===== src/rtl/switch_debounce_if.sv =====
// Switch port bundle between the board-switch debouncer and its consumers.
// master: the side driving raw switch levels and the CPU read strobe.
// slave : the debouncer itself.
interface switch_debounce_if #(
   parameter int WIDTH = 8
);
   logic [WIDTH-1:0] sw_raw;
   logic             IORead;
   logic [WIDTH-1:0] io_read_data;
   logic             sw_change;
   logic             sw_event;

   modport master (
      output sw_raw,
      output IORead,
      input  io_read_data,
      input  sw_change,
      input  sw_event
   );

   modport slave (
      input  sw_raw,
      input  IORead,
      output io_read_data,
      output sw_change,
      output sw_event
   );
endinterface


===== src/rtl/switch_debounce.sv =====
// Per-bit switch debouncer.
// Each raw switch bit is synchronised with two flops, then a per-bit counter
// must observe DEBOUNCE_CNT consecutive samples that disagree with the stable
// level before the stable level (io_read_data) follows.
// Optional feature macro SW_EVENT_EN: compiles in the registered sw_change
// pulse and the sticky sw_event flag (cleared by IORead, set wins). Without
// it both outputs are tied to 0 and IORead is ignored.
module switch_debounce #(
   parameter int WIDTH        = 8,
   parameter int DEBOUNCE_CNT = 1000000,
   parameter int CNT_W        = 20
) (
   input  logic             clk,
   input  logic             rst,
   switch_debounce_if.slave bus
);

   // Last counter value before the stable level is allowed to follow.
   localparam logic [CNT_W-1:0] CNT_TERM = CNT_W'(DEBOUNCE_CNT - 1);
   localparam logic [CNT_W-1:0] CNT_ONE  = CNT_W'(1);

   logic [WIDTH-1:0] sync1_r;
   logic [WIDTH-1:0] sync2_r;
   logic [WIDTH-1:0] stable_r;
   logic [WIDTH-1:0] stable_nxt_s;
   logic [WIDTH-1:0] update_s;
   logic [CNT_W-1:0] cnt_r     [WIDTH];
   logic [CNT_W-1:0] cnt_nxt_s [WIDTH];

   // Two-flop synchroniser for the asynchronous switch levels.
   always_ff @(posedge clk or negedge rst) begin
      if (!rst) begin
         sync1_r <= '0;
         sync2_r <= '0;
      end else begin
         sync1_r <= bus.sw_raw;
         sync2_r <= sync1_r;
      end
   end

   // Per-bit debounce decision: clear on agreement, count on disagreement,
   // adopt the new level once the counter has reached its terminal value.
   always_comb begin
      for (int i = 0; i < WIDTH; i++) begin
         cnt_nxt_s[i]    = '0;
         stable_nxt_s[i] = stable_r[i];
         update_s[i]     = 1'b0;
         if (sync2_r[i] == stable_r[i]) begin
            cnt_nxt_s[i] = '0;
         end else if (cnt_r[i] < CNT_TERM) begin
            cnt_nxt_s[i] = cnt_r[i] + CNT_ONE;
         end else begin
            stable_nxt_s[i] = sync2_r[i];
            update_s[i]     = 1'b1;
            cnt_nxt_s[i]    = '0;
         end
      end
   end

   // Counter and stable-level registers; reset discards any partial count.
   always_ff @(posedge clk or negedge rst) begin
      if (!rst) begin
         stable_r <= '0;
         for (int i = 0; i < WIDTH; i++) begin
            cnt_r[i] <= '0;
         end
      end else begin
         stable_r <= stable_nxt_s;
         for (int i = 0; i < WIDTH; i++) begin
            cnt_r[i] <= cnt_nxt_s[i];
         end
      end
   end

   assign bus.io_read_data = stable_r;

`ifdef SW_EVENT_EN
   logic change_r;
   logic event_r;

   // Change pulse registered on the same edge as the stable update; sticky
   // event flag set by that pulse, cleared by a CPU read, set has priority.
   always_ff @(posedge clk or negedge rst) begin
      if (!rst) begin
         change_r <= 1'b0;
         event_r  <= 1'b0;
      end else begin
         change_r <= |update_s;
         if (change_r) begin
            event_r <= 1'b1;
         end else if (bus.IORead) begin
            event_r <= 1'b0;
         end else begin
            event_r <= event_r;
         end
      end
   end

   assign bus.sw_change = change_r;
   assign bus.sw_event  = event_r;
`else
   logic unused_io_read_s;
   logic unused_update_s;

   assign bus.sw_change     = 1'b0;
   assign bus.sw_event      = 1'b0;
   assign unused_io_read_s  = bus.IORead;
   assign unused_update_s   = |update_s;
`endif

endmodule

===== src/flat_wrapper.sv =====
// flat-port wrapper written by rule: the top's interface ports become plain ports
module switch_debounce_flat 
#(
   parameter int WIDTH        = 8,
   parameter int DEBOUNCE_CNT = 1000000,
   parameter int CNT_W        = 20
)
  (clk, rst, bus_sw_raw, bus_IORead, bus_io_read_data, bus_sw_change, bus_sw_event);
  switch_debounce_if #(.WIDTH(WIDTH)) bus_i ();
  input  logic clk;
  input  logic rst;
  input wire logic [$bits(bus_i.sw_raw)-1:0] bus_sw_raw;
  input wire logic [$bits(bus_i.IORead)-1:0] bus_IORead;
  output wire logic [$bits(bus_i.io_read_data)-1:0] bus_io_read_data;
  output wire logic [$bits(bus_i.sw_change)-1:0] bus_sw_change;
  output wire logic [$bits(bus_i.sw_event)-1:0] bus_sw_event;
  assign bus_i.sw_raw = bus_sw_raw;
  assign bus_i.IORead = bus_IORead;
  assign bus_io_read_data = bus_i.io_read_data;
  assign bus_sw_change = bus_i.sw_change;
  assign bus_sw_event = bus_i.sw_event;
  switch_debounce #(.WIDTH(WIDTH), .DEBOUNCE_CNT(DEBOUNCE_CNT), .CNT_W(CNT_W)) u_core (.clk(clk), .rst(rst), .bus(bus_i));
endmodule

===== config.mk =====
export PLATFORM = sky130hd
export DESIGN_NAME = switch_debounce_flat
export DESIGN_NICKNAME = d
export VERILOG_FILES = /design/src/rtl/switch_debounce_if.sv /design/src/rtl/switch_debounce.sv /design/src/flat_wrapper.sv
export SDC_FILE = /design/constraint.sdc
export NUM_CORES = 1
export LEC_CHECK = 0
export CELL_PAD_IN_SITES_DETAIL_PLACEMENT = 1
export CELL_PAD_IN_SITES_GLOBAL_PLACEMENT = 1
export CORE_MARGIN = 5
export CORE_UTILIZATION = 53
export DETAILED_ROUTE_END_ITERATION = 10
export GPL_ROUTABILITY_DRIVEN = 0
export PLACE_DENSITY_LB_ADDON = 0.1
export SLEW_MARGIN = 25
export SYNTH_ARGS = -nofsm -noshare
export SYNTH_HDL_FRONTEND = slang
export SYNTH_SLANG_ARGS = --single-unit

===== constraint.sdc =====
create_clock -name clk -period 2.92 [get_ports clk]
set_input_delay 0.584 -clock clk [delete_from_list [all_inputs] [get_ports clk]]
set_output_delay 0.584 -clock clk [all_outputs]
set_load 0.03 [all_outputs]

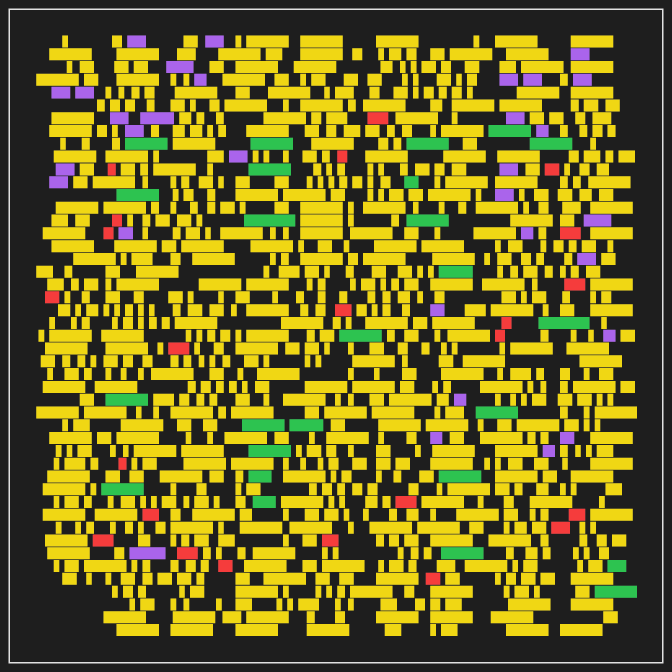
(run_1/sizing.png)
green -> x6 and larger  # cells 25, most used clkbuf_16
yellow -> x1 and smaller  # cells 814, most used dfrtp_1
red -> x2  # cells 23
purple -> x3 and x4  # cells 31, most used nor2_4
worst setup slack after layout: 0.778 ns
layout buffer count excluding clock buffers: 24
Layout Cell Area excl Fill: 9770 µm²
signed area change from the synthesized netlist to the final layout: 11.5%

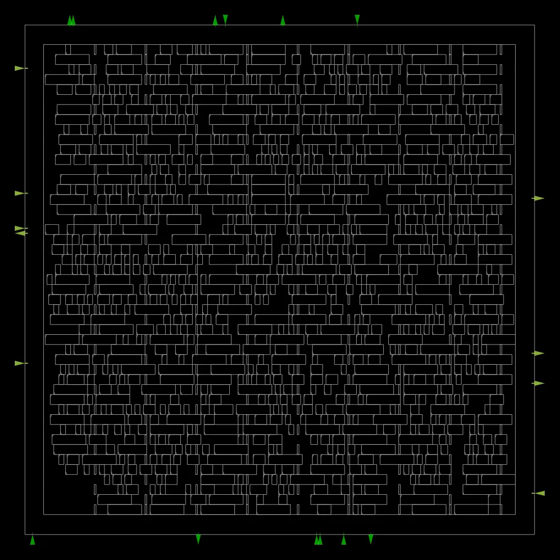
(run_1/placed.png)
flop share of the area: 47.1%
number of tapcells: 220
final non-filler cell total: 1113
filler instances: 1786
final design utilization: 59.6%

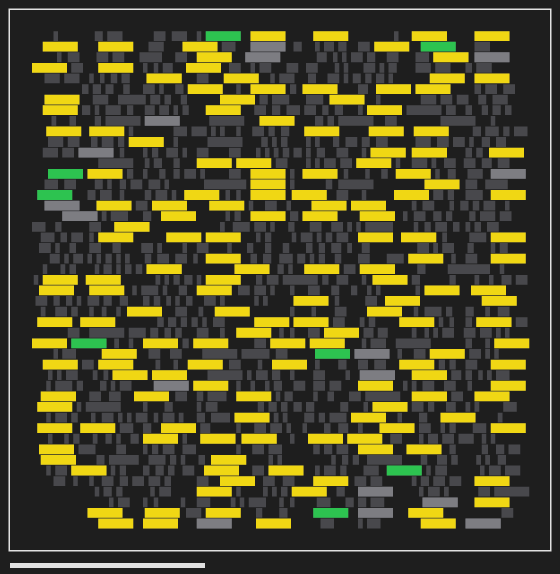
(run_1/ff_map.png)
Scale bar: 50 µm. Other sequential cells in the stronger gray, the rest of the logic in the fainter gray.
green -> u_core.sync1_r  # flops 8, where widely spread
yellow -> u_core.cnt_r  # flops 160, where widely spread

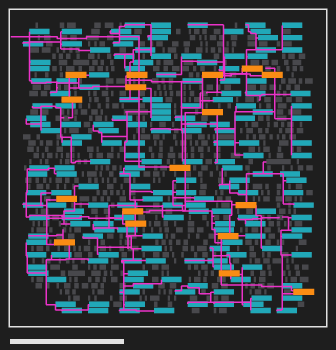
(run_1/clock_wires.png)
Scale bar: 50 µm.
magenta -> clock wires  # length 2190 µm
orange -> clock-net drivers  # count 17
cyan -> flip-flops  # count 184
flops lie = widely spread

==> flow_results.xml, run 1 <==
<?xml version="1.0" encoding="UTF-8"?>
<metrics>
  <group name="outcome">
    <metric name="run_status" unit="">completed</metric>
  </group>
  <group name="power_and_ir_drop">
    <metric name="p_total" unit="mW">5.08</metric>
    <metric name="pleak" unit="nW">4.12</metric>
  </group>
  <group name="job">
    <metric name="openroad.warnings" unit="">27</metric>
    <metric name="max_cap_viol_count" unit="">0</metric>
  </group>
  <group name="floorplan">
    <metric name="coreArea" unit="µm²">16400</metric>
    <metric name="ios" unit="">21</metric>
    <metric name="fp.dieH" unit="µm">139</metric>
    <metric name="fp-utilization" unit="%">53.4</metric>
    <metric name="rows" unit="">47</metric>
  </group>
  <group name="place">
    <metric name="placed_cells_incl_taps" unit="">1081</metric>
    <metric name="place.port_buffers" unit="">17</metric>
    <metric name="place_hpwl" unit="µm">12400</metric>
  </group>
  <group name="yosys">
    <metric name="synthDominantCellAreaShare" unit="%">52.5</metric>
    <metric name="muxShareOfSynthArea" unit="%">0.899</metric>
    <metric name="synth.cellmix.simpleShare" unit="%">24.5</metric>
    <metric name="flop_cell" unit="">sky130_fd_sc_hd__dfrtp_1</metric>
    <metric name="netlist-cell-type-count" unit="">57</metric>
    <metric name="edf_count" unit="">0</metric>
    <metric name="yosys-top-cells-area" unit="">sky130_fd_sc_hd__dfrtp_1, sky130_fd_sc_hd__xor2_1, sky130_fd_sc_hd__nor2_1, sky130_fd_sc_hd__xnor2_1, sky130_fd_sc_hd__nand3_1</metric>
    <metric name="xor_share" unit="%">14.3</metric>
    <metric name="topCombFamilyByArea" unit="">simple AND/OR/NAND/NOR gates</metric>
    <metric name="synth-adder-area-share" unit="%">1.14</metric>
    <metric name="synth-area-yosys" unit="µm²">8770</metric>
    <metric name="mappedNetlistArea" unit="µm²">8770</metric>
    <metric name="synth_area_per_cell" unit="µm²">10.3</metric>
    <metric name="postSynthCellCount" unit="">852</metric>
    <metric name="ys_ff" unit="">184</metric>
    <metric name="synth_top_cell_by_area" unit="">sky130_fd_sc_hd__dfrtp_1</metric>
    <metric name="synth.cells.most_frequent" unit="">sky130_fd_sc_hd__dfrtp_1, sky130_fd_sc_hd__nor2_1, sky130_fd_sc_hd__xor2_1</metric>
    <metric name="synth_seq_share" unit="%">52.5</metric>
    <metric name="ys_cells" unit="">852</metric>
    <metric name="synth_compound_gate_area_share" unit="%">4.72</metric>
    <metric name="yosys_warnings" unit="">0</metric>
  </group>
  <group name="sta">
    <metric name="slew_viol_final" unit="">0</metric>
    <metric name="finalWorstPathRequiredPeriod" unit="ns">2.14</metric>
    <metric name="slew-limit-headroom" unit="%">45.9</metric>
    <metric name="period_used_share" unit="%">73.4</metric>
    <metric name="fin_hold_ws" unit="ns">0.155</metric>
    <metric name="grt_setup_unrepaired" unit="">no</metric>
    <metric name="timing_hold_violations_final" unit="">0</metric>
    <metric name="achievable-frequency" unit="MHz">467</metric>
    <metric name="fin_setup_tns" unit="ns">0</metric>
    <metric name="report.final.setup_viol" unit="">0</metric>
    <metric name="tightest_slew" unit="ns">0.812</metric>
  </group>
  <group name="routing">
    <metric name="met2RoutedLength" unit="µm">9750</metric>
    <metric name="top_layer_reached_by_signal_wires" unit="">met4</metric>
    <metric name="drt-initial-drc-count" unit="">178</metric>
    <metric name="vias_per_cell" unit="">5.50</metric>
    <metric name="route.met3.wl" unit="µm">392</metric>
    <metric name="wl_per_cell" unit="µm">16.5</metric>
    <metric name="postRouteWirelength" unit="µm">18400</metric>
    <metric name="drc" unit="">0</metric>
    <metric name="route.layer.met1.wl" unit="µm">7990</metric>
    <metric name="drt-pass1-iter-count" unit="">4</metric>
  </group>
  <group name="clocking">
    <metric name="cts_hold_repair.buffers" unit="">0</metric>
    <metric name="ctsRootBufferMaster" unit="">sky130_fd_sc_hd__clkbuf_16</metric>
    <metric name="clock_slew_seen_by_the_registers_of_the_worst_setup_and_hold_paths" unit="ns">0.06</metric>
    <metric name="cts_buffers" unit="">17</metric>
    <metric name="worst_skew_pair_latency" unit="ns">0.43</metric>
    <metric name="numClockSinks" unit="">184</metric>
    <metric name="postCtsResizedCells" unit="">0</metric>
    <metric name="postCtsSetupRepairBufs" unit="">0</metric>
    <metric name="cts_buffer_depth" unit="">2</metric>
    <metric name="cts.htree.levels" unit="">4</metric>
  </group>
  <group name="global_route">
    <metric name="global_routing_met3_resource_utilization" unit="%">4.69</metric>
    <metric name="grt_pass1_vias" unit="">6785</metric>
    <metric name="groute.usage.overall" unit="%">20.3</metric>
    <metric name="grt_pass1_wl" unit="µm">32700</metric>
    <metric name="largest_net_degree_at_the_start_of_global_routing" unit="">67</metric>
    <metric name="grt_util_met1" unit="%">24.5</metric>
    <metric name="grt-ovfl-total" unit="">0</metric>
    <metric name="gr-max-usage-layer" unit="">met2</metric>
    <metric name="grt_antenna_before_repair" unit="">0</metric>
    <metric name="met2_usage" unit="%">36.4</metric>
  </group>
  <group name="final_layout">
    <metric name="finish.net_count" unit="">899</metric>
    <metric name="insertedDiodeCount" unit="">0</metric>
    <metric name="drive_above_1_share" unit="%">8.85</metric>
    <metric name="sequential_cell_area" unit="µm²">4600</metric>
  </group>
  <group name="critical_path">
    <metric name="crit_arrival" unit="ns">2.47</metric>
    <metric name="worstRegToRegCells" unit="">7</metric>
    <metric name="cp.required" unit="ns">3.25</metric>
    <metric name="crit_path_max_fanout" unit="">16</metric>
    <metric name="worst_setup_path_end_kind" unit="">register</metric>
    <metric name="critical_path.startpoint_type" unit="">register</metric>
    <metric name="worst-setup-path-type" unit="">register to register</metric>
  </group>
  <group name="min_path">
    <metric name="worstHoldPathType" unit="">input pin to asynchronous set/reset pin</metric>
  </group>
</metrics>
-- run 1: sequential cells by signal, indices dropped and copies added (netlist names) --
signal	count
u_core.sync2_r	8
u_core.bus.io_read_data	8
u_core.sync1_r	8
u_core.cnt_r	160
-- run 1: layout make-up --
type	count	share of cell area, %
Sequential cell	184	47.1
Tap cell	220	2.82
Multi-Input combinational cell	637	40.9
Inverter	16	0.615
Clock inverter	10	1.23
Clock buffer	22	4.75
Timing Repair Buffer	24	2.55
-- run 1: final timing paths --
kind / startpoint / endpoint / slack (ns)
worst max-delay path: u_core.cnt_r[120]$_DFF_PN0_ / u_core.cnt_r[133]$_DFF_PN0_ / 0.78
worst min-delay path: rst / u_core.cnt_r[128]$_DFF_PN0_ / 0.15
min in group clk: u_core.sync1_r[5]$_DFF_PN0_ / u_core.sync2_r[5]$_DFF_PN0_ / 0.35
worst min register to register: u_core.sync1_r[5]$_DFF_PN0_ / u_core.sync2_r[5]$_DFF_PN0_ / 0.35
max in group asynchronous: rst / u_core.cnt_r[141]$_DFF_PN0_ / 2.04
worst max register to register: u_core.cnt_r[120]$_DFF_PN0_ / u_core.cnt_r[133]$_DFF_PN0_ / 0.78
-- run 1: power by group --
part           switching (mW)  internal (mW)  total [mW]
registers              0.0326           2.59        2.62
clock network           0.965           1.31        2.28
logic                   0.128         0.0552       0.183
total                    1.13           3.95        5.08
-- run 1: cells in the final DEF, fill, tap and decap left out, types with 5 or more instances in the layout --
cell type	count
sky130_fd_sc_hd__clkdlybuf4s50_1	16
sky130_fd_sc_hd__nor4_1	7
sky130_fd_sc_hd__inv_1	16
sky130_fd_sc_hd__a21oi_1	8
sky130_fd_sc_hd__nor2_4	16
sky130_fd_sc_hd__nor3_1	23
sky130_fd_sc_hd__and3_1	21
sky130_fd_sc_hd__and4_1	6
sky130_fd_sc_hd__mux2_1	6
sky130_fd_sc_hd__clkbuf_16	17
sky130_fd_sc_hd__o21ai_0	11
sky130_fd_sc_hd__dfrtp_1	184
sky130_fd_sc_hd__nand2_1	45
sky130_fd_sc_hd__o211ai_1	6
sky130_fd_sc_hd__xnor2_1	62
sky130_fd_sc_hd__nand4_1	30
sky130_fd_sc_hd__ha_1	8
sky130_fd_sc_hd__buf_4	5
sky130_fd_sc_hd__nor2_1	171
sky130_fd_sc_hd__nand3_1	73
sky130_fd_sc_hd__xor2_1	81
-- run 1: through the flow --
| stage | instance area (µm²) | utilization (%) |
|---|---|---|
| 3_3_place_gp | 9190 | 56.0 |
| 3_5_place_dp | 9190 | 56.0 |
| 2_1_floorplan | 8770 | - |
| 6_report | 9770 | 59.6 |
| 5_1_grt | 9770 | 59.6 |
| 4_1_cts | 9770 | 59.6 |
-- run 1: worst max-delay path, stage by stage, from the launching register on --
cell                      delay [ns]
sky130_fd_sc_hd__dfrtp_1        0.40
sky130_fd_sc_hd__ha_1           0.27
sky130_fd_sc_hd__nand2_1        0.11
sky130_fd_sc_hd__nor2_1         0.08
sky130_fd_sc_hd__o41ai_1        0.47
sky130_fd_sc_hd__o21ai_1        0.25
sky130_fd_sc_hd__buf_4          0.25
sky130_fd_sc_hd__nor2_1         0.20
==> run 2, diff against run 1 <==
Settings changed: CORE_UTILIZATION 53 to 50.
Clock period 2.92 ns to 2.15 ns, I/O delays scaled along.
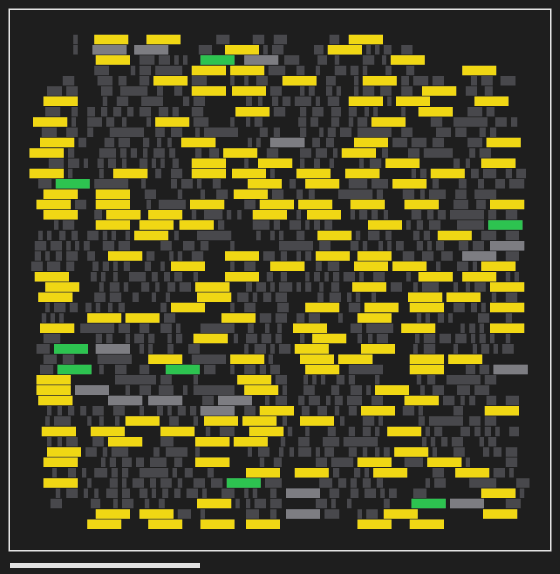
(run_2/ff_map.png)
Scale bar: 50 µm. Other sequential cells in the stronger gray, the rest of the logic in the fainter gray.
yellow -> u_core.cnt_r  # flops 160, where widely spread
green -> u_core.sync1_r  # flops 8, where widely spread
not colored = 16

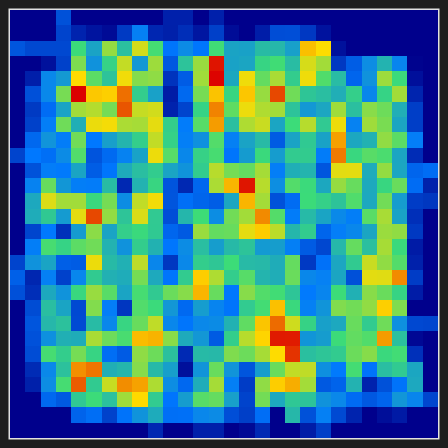
(run_2/route_heat.png)
The die is cut into 28 by 28 equal tiles; dark blue is low, red is high, scaled to the fullest tile. Values are wire area over tile area, all layers added.
fullest tile = 0.39
nearly empty tiles = 14%
tiles over half the peak = 28%
densest ninth of the die = center
mean over tiles = 0.14

==> flow_results.xml, run 2 <==
<?xml version="1.0" encoding="UTF-8"?>
<metrics>
  <group name="sta">
    <metric name="grt_setup_unrepaired" unit="">no</metric>
    <metric name="timing_hold_violations_final" unit="">0</metric>
    <metric name="achievable-frequency" unit="MHz">501</metric>
    <metric name="clock-skew-final" unit="ns">0.0121</metric>
    <metric name="period_used_share" unit="%">92.9</metric>
    <metric name="finalWorstPathRequiredPeriod" unit="ns">2.00</metric>
    <metric name="slew-limit-headroom" unit="%">59.8</metric>
    <metric name="report.final.setup_viol" unit="">0</metric>
    <metric name="tightest_slew" unit="ns">0.598</metric>
    <metric name="fin_setup_tns" unit="ns">0</metric>
  </group>
  <group name="critical_path">
    <metric name="worst_setup_path_end_kind" unit="">register</metric>
    <metric name="rr_startpoint" unit="">u_core.cnt_r[60]$_DFF_PN0_</metric>
    <metric name="timing.critical_path.slowest_stage_cell" unit="">sky130_fd_sc_hd__dfrtp_1</metric>
    <metric name="worstRegToRegCells" unit="">6</metric>
    <metric name="critical_path.cell_chain" unit="">ha_1 -&gt; and3_1 -&gt; nand3_1 -&gt; a31oi_1 -&gt; o31ai_1 -&gt; mux2_1</metric>
    <metric name="regToRegEndpoint" unit="">u_core.bus.io_read_data[4]$_DFFE_PN0P_</metric>
    <metric name="crit_path_max_incr_delay" unit="ns">0.43</metric>
    <metric name="crit_path_max_fanout" unit="">4</metric>
    <metric name="crit_arrival" unit="ns">2.31</metric>
    <metric name="cp.required" unit="ns">2.46</metric>
    <metric name="worst-setup-path-type" unit="">register to register</metric>
    <metric name="ff2ff_setup_slack" unit="ns">0.15</metric>
  </group>
  <group name="job">
    <metric name="max_cap_viol_count" unit="">0</metric>
    <metric name="openroad.warnings" unit="">27</metric>
  </group>
  <group name="final_layout">
    <metric name="sequential_cell_area" unit="µm²">4600</metric>
    <metric name="registers.top_by_ff_count" unit="">u_core.cnt_r</metric>
    <metric name="final_layout_top_logic_cells" unit="">sky130_fd_sc_hd__dfrtp_1, sky130_fd_sc_hd__nor2_1, sky130_fd_sc_hd__xor2_1, sky130_fd_sc_hd__nand3_1, sky130_fd_sc_hd__xnor2_1</metric>
    <metric name="final_core_utilization" unit="%">57.7</metric>
    <metric name="drive_above_1_share" unit="%">10.2</metric>
    <metric name="area_growth" unit="%">13.5</metric>
    <metric name="finish.net_count" unit="">910</metric>
  </group>
  <group name="global_route">
    <metric name="grt_pass1_vias" unit="">6813</metric>
    <metric name="grt_pass1_wl" unit="µm">32800</metric>
    <metric name="largest_net_degree_at_the_start_of_global_routing" unit="">52</metric>
    <metric name="grt-ovfl-total" unit="">0</metric>
    <metric name="grt_antenna_before_repair" unit="">0</metric>
  </group>
  <group name="yosys">
    <metric name="yosys-top-cells-area" unit="">sky130_fd_sc_hd__dfrtp_1, sky130_fd_sc_hd__xor2_1, sky130_fd_sc_hd__nor2_1, sky130_fd_sc_hd__xnor2_1, sky130_fd_sc_hd__nand3_1</metric>
    <metric name="synth_top_cell_by_area" unit="">sky130_fd_sc_hd__dfrtp_1</metric>
    <metric name="synth_seq_share" unit="%">52.5</metric>
    <metric name="synthDominantCellAreaShare" unit="%">52.5</metric>
    <metric name="flop_cell" unit="">sky130_fd_sc_hd__dfrtp_1</metric>
    <metric name="synth_area_per_cell" unit="µm²">10.3</metric>
    <metric name="yosys_warnings" unit="">0</metric>
    <metric name="edf_count" unit="">0</metric>
    <metric name="synth-area-yosys" unit="µm²">8770</metric>
    <metric name="netlist-cell-type-count" unit="">57</metric>
    <metric name="ys_ff" unit="">184</metric>
  </group>
  <group name="floorplan">
    <metric name="ios" unit="">21</metric>
    <metric name="fp.dieH" unit="µm">142</metric>
    <metric name="fp-utilization" unit="%">50.9</metric>
    <metric name="rows" unit="">48</metric>
    <metric name="chip_area" unit="µm²">20300</metric>
  </group>
  <group name="routing">
    <metric name="drc" unit="">0</metric>
    <metric name="drt-initial-drc-count" unit="">235</metric>
    <metric name="vias_per_cell" unit="">5.48</metric>
    <metric name="postRouteWirelength" unit="µm">18800</metric>
    <metric name="wl_per_cell" unit="µm">16.6</metric>
    <metric name="drt-pass1-iter-count" unit="">4</metric>
  </group>
  <group name="min_path">
    <metric name="min_to" unit="">u_core.sync2_r[1]$_DFF_PN0_</metric>
    <metric name="min-delay-start" unit="">u_core.sync1_r[1]$_DFF_PN0_</metric>
    <metric name="worstHoldPathType" unit="">register to register</metric>
  </group>
  <group name="power_and_ir_drop">
    <metric name="combPwrFrac" unit="%">3.9</metric>
    <metric name="switching_part_of_the_total_power" unit="%">22.8</metric>
    <metric name="power.sequential.fraction" unit="%">50.6</metric>
    <metric name="intPower" unit="mW">5.43</metric>
    <metric name="clkPwrFrac" unit="%">45.5</metric>
    <metric name="pleak" unit="nW">4.21</metric>
    <metric name="total_switching_power" unit="mW">1.61</metric>
  </group>
  <group name="place">
    <metric name="place.port_buffers" unit="">17</metric>
    <metric name="place_hpwl" unit="µm">12900</metric>
  </group>
  <group name="clocking">
    <metric name="numClockSinks" unit="">184</metric>
    <metric name="clock_slew_seen_by_the_registers_of_the_worst_setup_and_hold_paths" unit="ns">0.07</metric>
    <metric name="cts_buffer_depth" unit="">2</metric>
    <metric name="worst_skew_pair_latency" unit="ns">0.43</metric>
    <metric name="cts_buffers" unit="">17</metric>
    <metric name="ctsRootBufferMaster" unit="">sky130_fd_sc_hd__clkbuf_16</metric>
  </group>
  <group name="outcome">
    <metric name="run_status" unit="">completed</metric>
  </group>
</metrics>
## run 2: cell counts after synthesis
No cell type changed its count.
## run 2: area by class of cell
| type | instances | share of cell area [%] |
|---|---|---|
| sequential | 184 | 46.3 |
| multi-input combinational | 637 | 40.4 |
| clock buffer | 20 | 4.69 |
| timing repair buffer | 35 | 3.74 |
| tap | 225 | 2.83 |
| clock inverter | 12 | 1.42 |
| inverter | 16 | 0.604 |
## run 2: stage by stage
stage,worst slack [ns],std cells,hold WS [ns],instance area [µm²],power (mW)
2_1_floorplan,0.416,853,0.134,8770,3.75
3_3_place_gp,0.154,1094,0.332,9280,3.87
3_5_place_dp,0.0337,1094,0.336,9280,3.89
4_1_cts,0.0273,1127,0.353,9900,7.11
5_1_grt,0.0153,1129,0.367,9950,7.30
6_report,0.152,1129,0.352,9950,7.03
## run 2: cell families (layout without fill, tap and decap cells)
logic type	after synthesis	after routing	share of synthesized area, %
other	1	2	0.0428
flip-flops	184	184	52.5
adder cells (fa/ha/maj)	8	8	1.14
AND/OR/NAND/NOR	421	421	24.5
XOR/XNOR	143	143	14.3
AND-OR/OR-AND	56	56	4.72
buffers and inverters	32	83	1.91
multiplexers	7	7	0.899
## run 2: how the worst max path moves through the flow
stage	end	depth (start not counted)	startpoint	slack, ns
2_1_floorplan	u_core.bus.io_read_data[4]$_DFFE_PN0P_	6	u_core.cnt_r[60]$_DFF_PN0_	0.42
3_3_place_gp	u_core.cnt_r[10]$_DFF_PN0_	6	u_core.cnt_r[0]$_DFF_PN0_	0.15
5_1_grt	u_core.cnt_r[10]$_DFF_PN0_	6	u_core.cnt_r[0]$_DFF_PN0_	0.02
6_report	u_core.bus.io_read_data[4]$_DFFE_PN0P_	6	u_core.cnt_r[60]$_DFF_PN0_	0.15
3_5_place_dp	u_core.cnt_r[13]$_DFF_PN0_	6	u_core.cnt_r[0]$_DFF_PN0_	0.03
4_1_cts	u_core.cnt_r[22]$_DFF_PN0_	6	u_core.cnt_r[20]$_DFF_PN0_	0.03
## run 2: routing by layer
layer / track usage (%) / share of wire, % / vias to the layer above
met4: 5.20 / 1.1 / 0
li1: - / - / 2973
met1: 24.1 / 43 / 3166
met2: 36.4 / 54 / 37
met3: 3.29 / 1.6 / 15
met5: 0 / 0 / -
## run 2: power by group through the flow
stage / registers (mW) / clock network, mW / logic (mW)
final: 3.56 / 3.20 / 0.275
after floorplan: 3.61 / 0 / 0.138
after detailed placement: 3.62 / 0 / 0.272
after global routing: 3.56 / 3.42 / 0.315
after CTS: 3.56 / 3.27 / 0.279
after global placement: 3.62 / 0 / 0.255
## run 2: timing repair
item / in CTS / in global routing
hold buffers: 1 / 0
gates resized: 1 / 2
pin swaps: 0 / 2
endpoints found under the hold margin: 47 / 0
setup buffers: 0 / 2
setup endpoints to repair: 1 / 36
Power and IR drop assume default switching activity.
